==> src/rtl/mem_port_arbiter_pkg.sv <==
// Shared types for the memory port arbiter: arbiter FSM states and the
// default-width word / write-mask types used by the LC-3b pipeline.
package mem_port_arbiter_pkg;

  // Default-width datapath types (16-bit word, one enable per byte).
  typedef logic [15:0] lc3b_word;
  typedef logic [1:0]  lc3b_mem_wmask;

  // Arbiter ownership state: idle, instruction port served, data port served.
  typedef enum logic [1:0] {
    ARB_IDLE    = 2'd0,
    ARB_SERVE_I = 2'd1,
    ARB_SERVE_D = 2'd2
  } arb_state_t;

endpackage : mem_port_arbiter_pkg

==> src/rtl/mem_port_arbiter.sv <==
// Memory port arbiter: shares one downstream memory port between the
// IF-stage instruction port (read-only) and the MEM-stage data port.
// A registered FSM grants one requester at a time, captures its command and
// presents that captured command downstream until m_resp.
// Priority on contention: data port wins.
// Optional build macro ARB_STARVE_GUARD_EN: after MAX_D_STREAK consecutive
// data grants made while the instruction port was also waiting, the
// instruction port is granted once.
module mem_port_arbiter
  import mem_port_arbiter_pkg::*;
#(
  parameter  int ADDR_W       = 16,
  parameter  int DATA_W       = 16,
  parameter  int MAX_D_STREAK = 4,
  localparam int BE_W         = DATA_W / 8
) (
  input  logic              clk,
  input  logic              rst,
  // Instruction port
  input  logic              i_read,
  input  logic [ADDR_W-1:0] i_addr,
  output logic [DATA_W-1:0] i_rdata,
  output logic              i_resp,
  // Data port
  input  logic              d_read,
  input  logic              d_write,
  input  logic [ADDR_W-1:0] d_addr,
  input  logic [DATA_W-1:0] d_wdata,
  input  logic [BE_W-1:0]   d_be,
  output logic [DATA_W-1:0] d_rdata,
  output logic              d_resp,
  // Downstream memory port
  output logic              m_read,
  output logic              m_write,
  output logic [ADDR_W-1:0] m_addr,
  output logic [DATA_W-1:0] m_wdata,
  output logic [BE_W-1:0]   m_be,
  input  logic [DATA_W-1:0] m_rdata,
  input  logic              m_resp,
  // Debug / stall visibility
  output logic              grant_d
);

  arb_state_t        state_q;
  logic              m_read_q;
  logic              m_write_q;
  logic [ADDR_W-1:0] addr_q;
  logic [DATA_W-1:0] wdata_q;
  logic [BE_W-1:0]   be_q;

  logic d_req;
  logic starve_i;
  logic take_d;
  logic take_i;

  assign d_req = d_read | d_write;

`ifdef ARB_STARVE_GUARD_EN
  localparam int STREAK_W = $clog2(MAX_D_STREAK + 1);
  localparam logic [STREAK_W-1:0] STREAK_MAX = STREAK_W'(MAX_D_STREAK);

  logic [STREAK_W-1:0] streak_q;

  // The instruction port is forced once the data port has won enough
  // contended arbitrations in a row.
  assign starve_i = i_read && (streak_q == STREAK_MAX);

  // Saturating count of contended data grants; any instruction grant clears it.
  always_ff @(posedge clk or posedge rst) begin
    if (rst) begin
      streak_q <= '0;
    end else if (state_q == ARB_IDLE) begin
      if (take_i) begin
        streak_q <= '0;
      end else if (take_d && i_read && (streak_q != STREAK_MAX)) begin
        streak_q <= streak_q + 1'b1;
      end
    end
  end
`else
  assign starve_i = 1'b0;

  // MAX_D_STREAK only matters when the starvation guard is built in.
  logic unused_max_d_streak;
  assign unused_max_d_streak = (MAX_D_STREAK != 0);
`endif

  // Arbitration decision, only acted on while IDLE.
  assign take_d = d_req && !starve_i;
  assign take_i = i_read && !take_d;

  // Ownership FSM with registered downstream strobes and command capture.
  // NOTE: all state here uses non-blocking assignments so every register
  // samples the pre-edge values; blocking would create order-dependent races.
  always_ff @(posedge clk or posedge rst) begin
    if (rst) begin
      state_q   <= ARB_IDLE;
      m_read_q  <= 1'b0;
      m_write_q <= 1'b0;
      addr_q    <= '0;
      wdata_q   <= '0;
      be_q      <= '0;
    end else begin
      case (state_q)
        ARB_IDLE: begin
          if (take_d) begin
            // Read+write together is illegal; resolve it as a write.
            state_q   <= ARB_SERVE_D;
            m_write_q <= d_write;
            m_read_q  <= !d_write;
            addr_q    <= d_addr;
            wdata_q   <= d_wdata;
            be_q      <= d_be;
          end else if (take_i) begin
            state_q   <= ARB_SERVE_I;
            m_write_q <= 1'b0;
            m_read_q  <= 1'b1;
            addr_q    <= i_addr;
            wdata_q   <= '0;
            be_q      <= '1;
          end
        end
        ARB_SERVE_I, ARB_SERVE_D: begin
          // Hold the captured command until memory completes it.
          if (m_resp) begin
            state_q   <= ARB_IDLE;
            m_read_q  <= 1'b0;
            m_write_q <= 1'b0;
          end
        end
        default: begin
          state_q   <= ARB_IDLE;
          m_read_q  <= 1'b0;
          m_write_q <= 1'b0;
        end
      endcase
    end
  end

  // Downstream command comes only from the capture registers.
  assign m_read  = m_read_q;
  assign m_write = m_write_q;
  assign m_addr  = addr_q;
  assign m_wdata = wdata_q;
  assign m_be    = be_q;

  // Completion is routed to the current owner in the m_resp cycle itself;
  // m_resp while IDLE reaches nobody.
  assign i_resp  = (state_q == ARB_SERVE_I) && m_resp;
  assign d_resp  = (state_q == ARB_SERVE_D) && m_resp;
  assign i_rdata = i_resp ? m_rdata : '0;
  assign d_rdata = d_resp ? m_rdata : '0;

  assign grant_d = (state_q == ARB_SERVE_D);

endmodule : mem_port_arbiter

==> config.mk <==
export PLATFORM = sky130hd
export DESIGN_NAME = mem_port_arbiter
export DESIGN_NICKNAME = d
export VERILOG_FILES = /design/src/rtl/mem_port_arbiter_pkg.sv /design/src/rtl/mem_port_arbiter.sv
export SDC_FILE = /design/constraint.sdc
export NUM_CORES = 1
export LEC_CHECK = 0
export CORE_MARGIN = 5
export CORE_UTILIZATION = 34
export CTS_CLUSTER_SIZE = 28
export DETAILED_ROUTE_END_ITERATION = 7
export PLACE_DENSITY = 0.8
export SLEW_MARGIN = 20
export SYNTH_ARGS = -nofsm -noshare
export SYNTH_HDL_FRONTEND = slang
export SYNTH_SLANG_ARGS = --single-unit
==> constraint.sdc <==
create_clock -name clk -period 1.8 [get_ports clk]
set_input_delay 0.27 -clock clk [delete_from_list [all_inputs] [get_ports clk]]
set_output_delay 0.27 -clock clk [all_outputs]
set_load 0.005 [all_outputs]
==> flow_metrics.py, run 1 <==
# Flow results
metrics = {
    "status": {
        "status": "complete, no violations",
    },
    "global_route": {
        "grt_pass1_vias": 1944,
        "grt_overflow": 0,
    },
    "power_and_ir_drop": {
        "pg_clk_w": 0.000596,
        "p_comb_share_pct": 55.2,
        "power_leader": "combinational logic",
        "p_leak_nw": 1.683,
        "pwr_density_cell_mw_per_mm2": 1328,
        "power_frac_seq_pct": 32.1,
        "p_sw_share_pct": 32.97,
        "p_seq_w": 0.00151,
        "p_sw_w": 0.001551,
    },
    "cells_and_area": {
        "lay_top_count": "clkdlybuf4s50_1",
        "drive_above_1_share_pct": 11.96,
        "comb-cell-share_pct": 25.24,
        "area_growth_pct": 80.91,
        "nClkBuffers": 7,
        "logic_area_sq_um": 894.6,
        "logic_gates": 123,
        "antenna_cells": 0,
        "num-nonclk-inverters": 3,
        "seq_share_pct": 26.86,
        "stdcell_count": 398,
        "seq_cells": 38,
        "ff_latch_area_sq_um": 952.2,
        "buffers_excl_clock": 154,
        "largest_class": "buffers",
    },
    "synth": {
        "yosysCellCount": 181,
        "synth_warnings": 0,
        "synth_top_area_share_pct": 48.53,
        "synth_cells": 181,
        "synth_seq_share_pct": 48.53,
        "ys_types": 26,
        "synthArstFlopShare_pct": 100.0,
        "avgSynthCellArea_sq_um": 10.83,
        "mux_area_share_pct": 8.174,
        "synth_flops": 38,
        "ys_sh_xor_pct": 0,
        "aoi_share_pct": 16.35,
        "yosys.cell_count.top_type": "dfrtp_1",
        "synthesis.nets": 257,
    },
    "setup_path": {
        "reg2reg_slack_ps": 260,
        "worstSetupEndpointType": "primary output",
        "arrival_ps": 1510,
        "crit_fanout": 17,
        "startpoint_type": "flip-flop",
        "critPathKind": "reg -> out",
    },
    "timing": {
        "setup_tns_ps": 0,
        "setup_violations": 0,
        "tightestPinTransition_ps": 473.5,
        "hold_ws_ps": 392.3,
        "slew_headroom_pct": 68.43,
        "fin_crit_sh_pct": 99.07,
        "drv_slew": 0,
        "hold_viol": 0,
        "clock_skew_ps": 5.748,
        "setup_ws_ps": 16.66,
    },
    "detailed_routing": {
        "first_pass_iters": 5,
        "wl_met1_um": 2375,
        "drc": 0,
        "top_layer": "met4",
    },
    "placed_design": {
        "gp_congestion": 0.8666,
        "dp_cells": 387,
        "io_buffers": 142,
    },
    "clock_network": {
        "cts.sinks": 38,
        "cts_tree": "built",
        "holdBufCountCts": 0,
        "clock_path_buffers": 2,
        "cts.clk_slew.worst_paths_ps": 70,
        "numCtsBuffers": 5,
        "post_cts_buffers": 3,
        "post_cts_resized": 51,
    },
    "floorplan": {
        "chip_area_sq_mm": 0.007381,
        "row_count": 27,
        "coreArea_sq_mm": 0.005540,
        "dieHeight_um": 85.92,
    },
    "hold_path": {
        "min_path_type": "in -> async",
    },
    "run": {
        "drv_cap": 0,
    },
}
==> run 1: worst max-delay path: stages (launching register included) <==
cell and delay, ps:
dfrtp_1 410, buf_6 130, ha_4 150, buf_12 130, and3_1 150, dlygate4sd2_1 260
==> run 1: path summary, 6_finish.rpt <==
| check | depth (start not counted) | start | to |
|---|---|---|---|
| min in group clk | 2 | m_addr[14] | m_addr[14] |
| setup / recovery | 5 | state_q[0] | i_rdata[0] |
| max in group asynchronous | 3 | rst | state_q[1] |
| hold / removal | 3 | rst | m_wdata[9] |
| setup reg to reg | 6 | state_q[0] | m_write |
| hold reg to reg | 2 | m_addr[14] | m_addr[14] |
==> run 1: registers in the layout (all words and copies together), names as in the netlist <==
name	flops
m_addr	16
m_be	2
m_read	1
m_wdata	16
m_write	1
state_q	2
### Metal layers overlaid, run 1

Bar = 20 um.
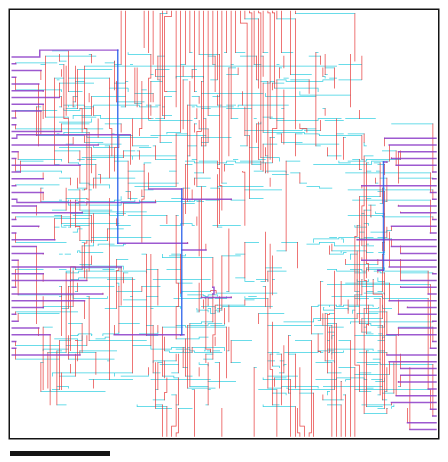
- blue: M4 (wire length 89.8 um)
- cyan: M1 (wire length 2380 um)
- purple: M3 (wire length 667 um)
- red: M2 (wire length 2980 um)
drt wl/cell: 15.35 um
total number of vias: 1906
Tot GR Track Use: 16.40%
WL final: 6111 um

### Routing congestion map, run 1

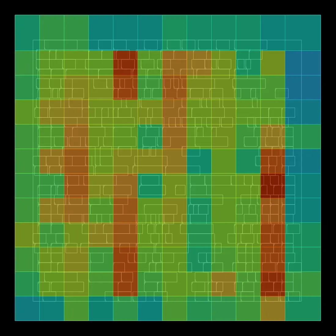
post-layout util: 63.98%
met2 global-route usage: 28.66%
global route hottest layer: met2
met3 Track Usage GR: 5.860%
grt met1 use: 18.51%

### Clock distribution, run 1

Bar = 20 um.
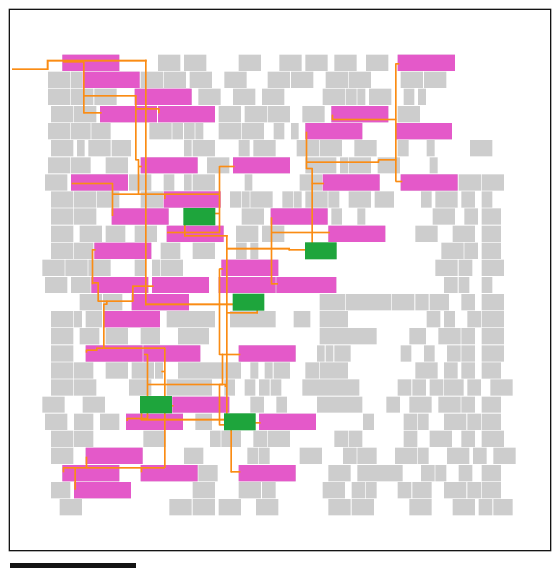
- orange: clock wires (length 494 um)
- magenta: flip-flops (count 38)
- green: clock-net drivers (count 5)
- routed clock nets: 6

--- run 2 (diff from run 1) ---
--- a/config.mk
+++ b/config.mk
@@ -10,7 +10,6 @@
 export CTS_CLUSTER_SIZE = 28
 export DETAILED_ROUTE_END_ITERATION = 7
 export PLACE_DENSITY = 0.8
-export SLEW_MARGIN = 20
 export SYNTH_ARGS = -nofsm -noshare
 export SYNTH_HDL_FRONTEND = slang
 export SYNTH_SLANG_ARGS = --single-unit
### Clock distribution, run 2

Bar = 20 um.
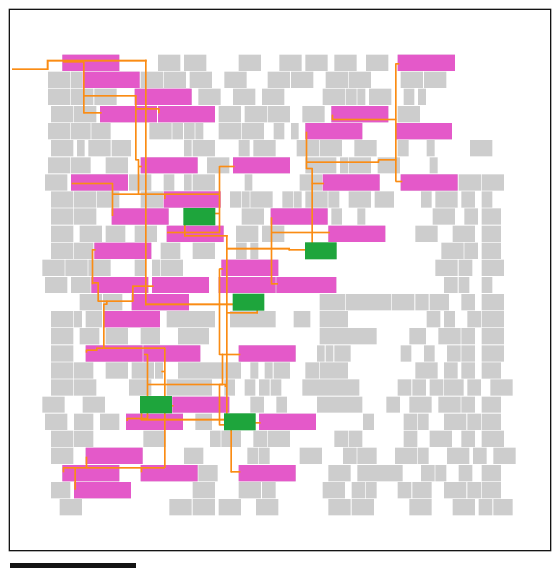
- magenta: flip-flops (count 38)
- orange: clock wires (length 494 um)
- green: clock-net drivers (count 5)
- routed clock nets: 6

==> flow_metrics.py, run 2 <==
# Flow results
metrics = {
    "power_and_ir_drop": {
        "p_leak_nw": 1.683,
        "pwr_density_cell_mw_per_mm2": 1328,
        "p_sw_share_pct": 32.97,
        "p_comb_share_pct": 55.2,
        "power_leader": "combinational logic",
        "p_seq_w": 0.00151,
    },
    "detailed_routing": {
        "vias": 1906,
        "wl_per_cell_um": 15.35,
        "wl_um": 6111,
        "drc": 0,
    },
    "timing": {
        "setup_ws_ps": 16.66,
        "drv_slew": 0,
        "setup_tns_ps": 0,
        "clock_skew_ps": 5.748,
    },
    "status": {
        "status": "complete, no violations",
    },
    "setup_path": {
        "r2r_cells": 6,
        "arrival_ps": 1510,
        "reg2reg_slack_ps": 260,
        "worstSetupEndpoint": "i_rdata[0]",
        "critical_path.top_delay_family": "buffers and inverters",
        "setup.worst_path.start": "state_q[0]",
        "critPathKind": "reg -> out",
        "crit_fanout": 17,
        "slowest_delay_ps": 410,
    },
    "clock_network": {
        "post_cts_buffers": 3,
        "post_cts_resized": 51,
        "numCtsBuffers": 5,
        "holdBufCountCts": 0,
        "clock_path_buffers": 2,
    },
    "synth": {
        "yosys.cell_count.top_type": "dfrtp_1",
        "aoi_share_pct": 16.35,
        "synthArstFlopShare_pct": 100.0,
        "ys_sh_xor_pct": 0,
        "synth_seq_share_pct": 48.53,
    },
    "floorplan": {
        "dieHeight_um": 85.92,
        "row_count": 27,
        "chip_area_sq_mm": 0.007381,
    },
    "hold_path": {
        "min_path_type": "in -> async",
    },
    "cells_and_area": {
        "stdcell_count": 398,
        "final_core_util_pct": 63.98,
        "lay_top_count": "clkdlybuf4s50_1",
        "area_growth_pct": 80.91,
    },
}
## run 2: cell counts in the layout (fill, tap and decap cells not counted)
Identical to the previous run, type by type.
## run 2: per-layer routing
| metal | track usage, % | vias to the layer above | wire length, um |
|---|---|---|---|
| li1 | - | 933 | - |
| met1 | 18.51 | 865 | 2375 |
| met2 | 28.66 | 100 | 2979 |
| met3 | 5.860 | 8 | 666 |
| met4 | 5.324 | 0 | 89 |
| met5 | 0 | - | 0 |
## run 2: layout make-up
type | count | area [sq um]
Clock buffer | 7 | 86.33
Clock inverter | 1 | 5.005
Fill cell | 501 | 1996
Inverter | 3 | 11.26
Multi-Input combinational cell | 123 | 894.6
Sequential cell | 38 | 952.2
Tap cell | 72 | 90.09
Timing Repair Buffer | 154 | 1505
--- run 3 (diff from run 2) ---
--- a/config.mk
+++ b/config.mk
@@ -10,6 +10,7 @@
 export CTS_CLUSTER_SIZE = 28
 export DETAILED_ROUTE_END_ITERATION = 7
 export PLACE_DENSITY = 0.8
+export SLEW_MARGIN = 10
 export SYNTH_ARGS = -nofsm -noshare
 export SYNTH_HDL_FRONTEND = slang
 export SYNTH_SLANG_ARGS = --single-unit
### Metal layers overlaid, run 3

Bar = 20 um.
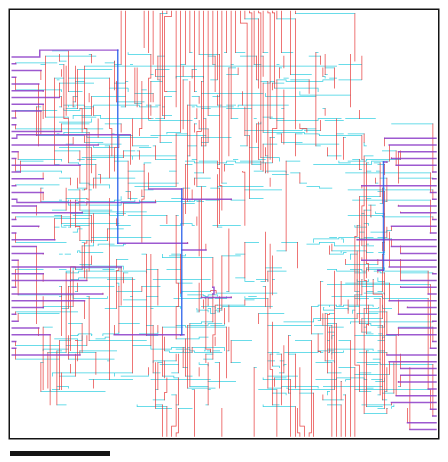
- red: M2 (wire length 2980 um)
- purple: M3 (wire length 667 um)
- blue: M4 (wire length 89.8 um)
- cyan: M1 (wire length 2380 um)

==> flow_metrics.py, run 3 <==
# Flow results
metrics = {
    "status": {
        "status": "complete, no violations",
    },
    "synth": {
        "mux_area_share_pct": 8.174,
        "yosysCellCount": 181,
        "synth_seq_share_pct": 48.53,
        "ys_types": 26,
        "synthArstFlopShare_pct": 100.0,
        "yosys.cell_count.top_type": "dfrtp_1",
        "aoi_share_pct": 16.35,
        "synth_warnings": 0,
        "synth_flops": 38,
        "ys_sh_xor_pct": 0,
        "synth_area_sq_mm": 0.001959,
        "synth_top_area_share_pct": 48.53,
        "avgSynthCellArea_sq_um": 10.83,
        "synth_top_flop_cell": "dfrtp_1",
        "synthesis.nets": 257,
        "synth_cells": 181,
    },
    "global_route": {
        "grtUsageMet1_pct": 18.51,
        "antenna_found_initial": 0,
        "grt_use_total_pct": 16.40,
        "grt_busiest_layer": "met2",
        "grt_pass1_vias": 1944,
        "grt_pass1_wl_um": 9563,
        "grt_use_met3_pct": 5.860,
        "grt_overflow": 0,
        "grt_use_met2_pct": 28.66,
    },
    "power_and_ir_drop": {
        "pwr_density_cell_mw_per_mm2": 1328,
        "ir_drop_mv": 0.7514,
        "pg_clk_w": 0.000596,
        "p_sw_share_pct": 32.97,
        "p_leak_nw": 1.683,
        "cell_internal_pwr_w": 0.003155,
        "power_frac_seq_pct": 32.1,
        "p_sw_w": 0.001551,
        "p_comb_share_pct": 55.2,
        "p_seq_w": 0.00151,
        "power_leader": "combinational logic",
        "finalPower_w": 0.004706,
    },
    "setup_path": {
        "reg2reg_to": "m_write",
        "reg2reg_slack_ps": 260,
        "startpoint_type": "flip-flop",
        "setup.worst_path.start": "state_q[0]",
        "worst_r2r_startpoint": "state_q[0]",
        "crit_fanout": 17,
        "r2r_cells": 6,
        "arrival_ps": 1510,
        "worstSetupEndpoint": "i_rdata[0]",
        "cp.required_ps": 1530,
        "worstSetupEndpointType": "primary output",
        "critPathKind": "reg -> out",
    },
    "cells_and_area": {
        "final_core_util_pct": 63.98,
        "stdcell_count": 398,
        "antenna_cells": 0,
        "drive_above_1_share_pct": 11.96,
        "area_growth_pct": 80.91,
        "lay_top_count": "clkdlybuf4s50_1",
    },
    "hold_path": {
        "min_path_type": "in -> async",
    },
    "timing": {
        "tightestPinTransition_ps": 473.5,
        "setup_tns_ps": 0,
        "fin_crit_sh_pct": 99.07,
        "drv_slew": 0,
        "setup_ws_ps": 16.66,
        "clock_skew_ps": 5.748,
        "setup_violations": 0,
        "fmax_ghz": 0.5607,
        "hold_viol": 0,
        "hold_ws_ps": 392.3,
        "slew_headroom_pct": 68.43,
    },
    "detailed_routing": {
        "wl_um": 6111,
        "vias": 1906,
        "first_pass_iters": 5,
        "wl_per_cell_um": 15.35,
        "drc": 0,
    },
    "floorplan": {
        "dieHeight_um": 85.92,
        "chip_area_sq_mm": 0.007381,
        "row_count": 27,
        "coreArea_sq_mm": 0.005540,
    },
    "placed_design": {
        "dp_cells": 387,
        "gp_congestion": 0.8666,
        "io_buffers": 142,
    },
    "run": {
        "drv_cap": 0,
    },
    "clock_network": {
        "post_cts_buffers": 3,
        "clock_path_buffers": 2,
        "post_cts_resized": 51,
        "cts.sinks": 38,
        "cts.clk_slew.worst_paths_ps": 70,
        "numCtsBuffers": 5,
        "cts_tree": "built",
        "htree_levels": 2,
        "holdBufCountCts": 0,
    },
}
run 3: cell counts after synthesis:
No cell type changed its count.
run 3: final cells by class:
cell class	count	area (sq um)
clock inverters	1	5.005
well taps	72	90.09
inverters	3	11.26
multi-input cells	123	894.6
fillers	501	1996
clock buffers	7	86.33
flip-flops and latches	38	952.2
repair buffers	154	1505
run 3: metal layers:
layer	vias to the layer above	share of wire (%)	routed length (um)
met5	-	0	0
met4	0	1.5	89
met3	8	11	666
met2	100	49	2979
met1	865	39	2375
li1	933	-	-
run 3: worst max-delay path, cell delays in order (launching register included):
cell	delay, ps
dfrtp_1	410
buf_6	130
ha_4	150
buf_12	130
and3_1	150
dlygate4sd2_1	260
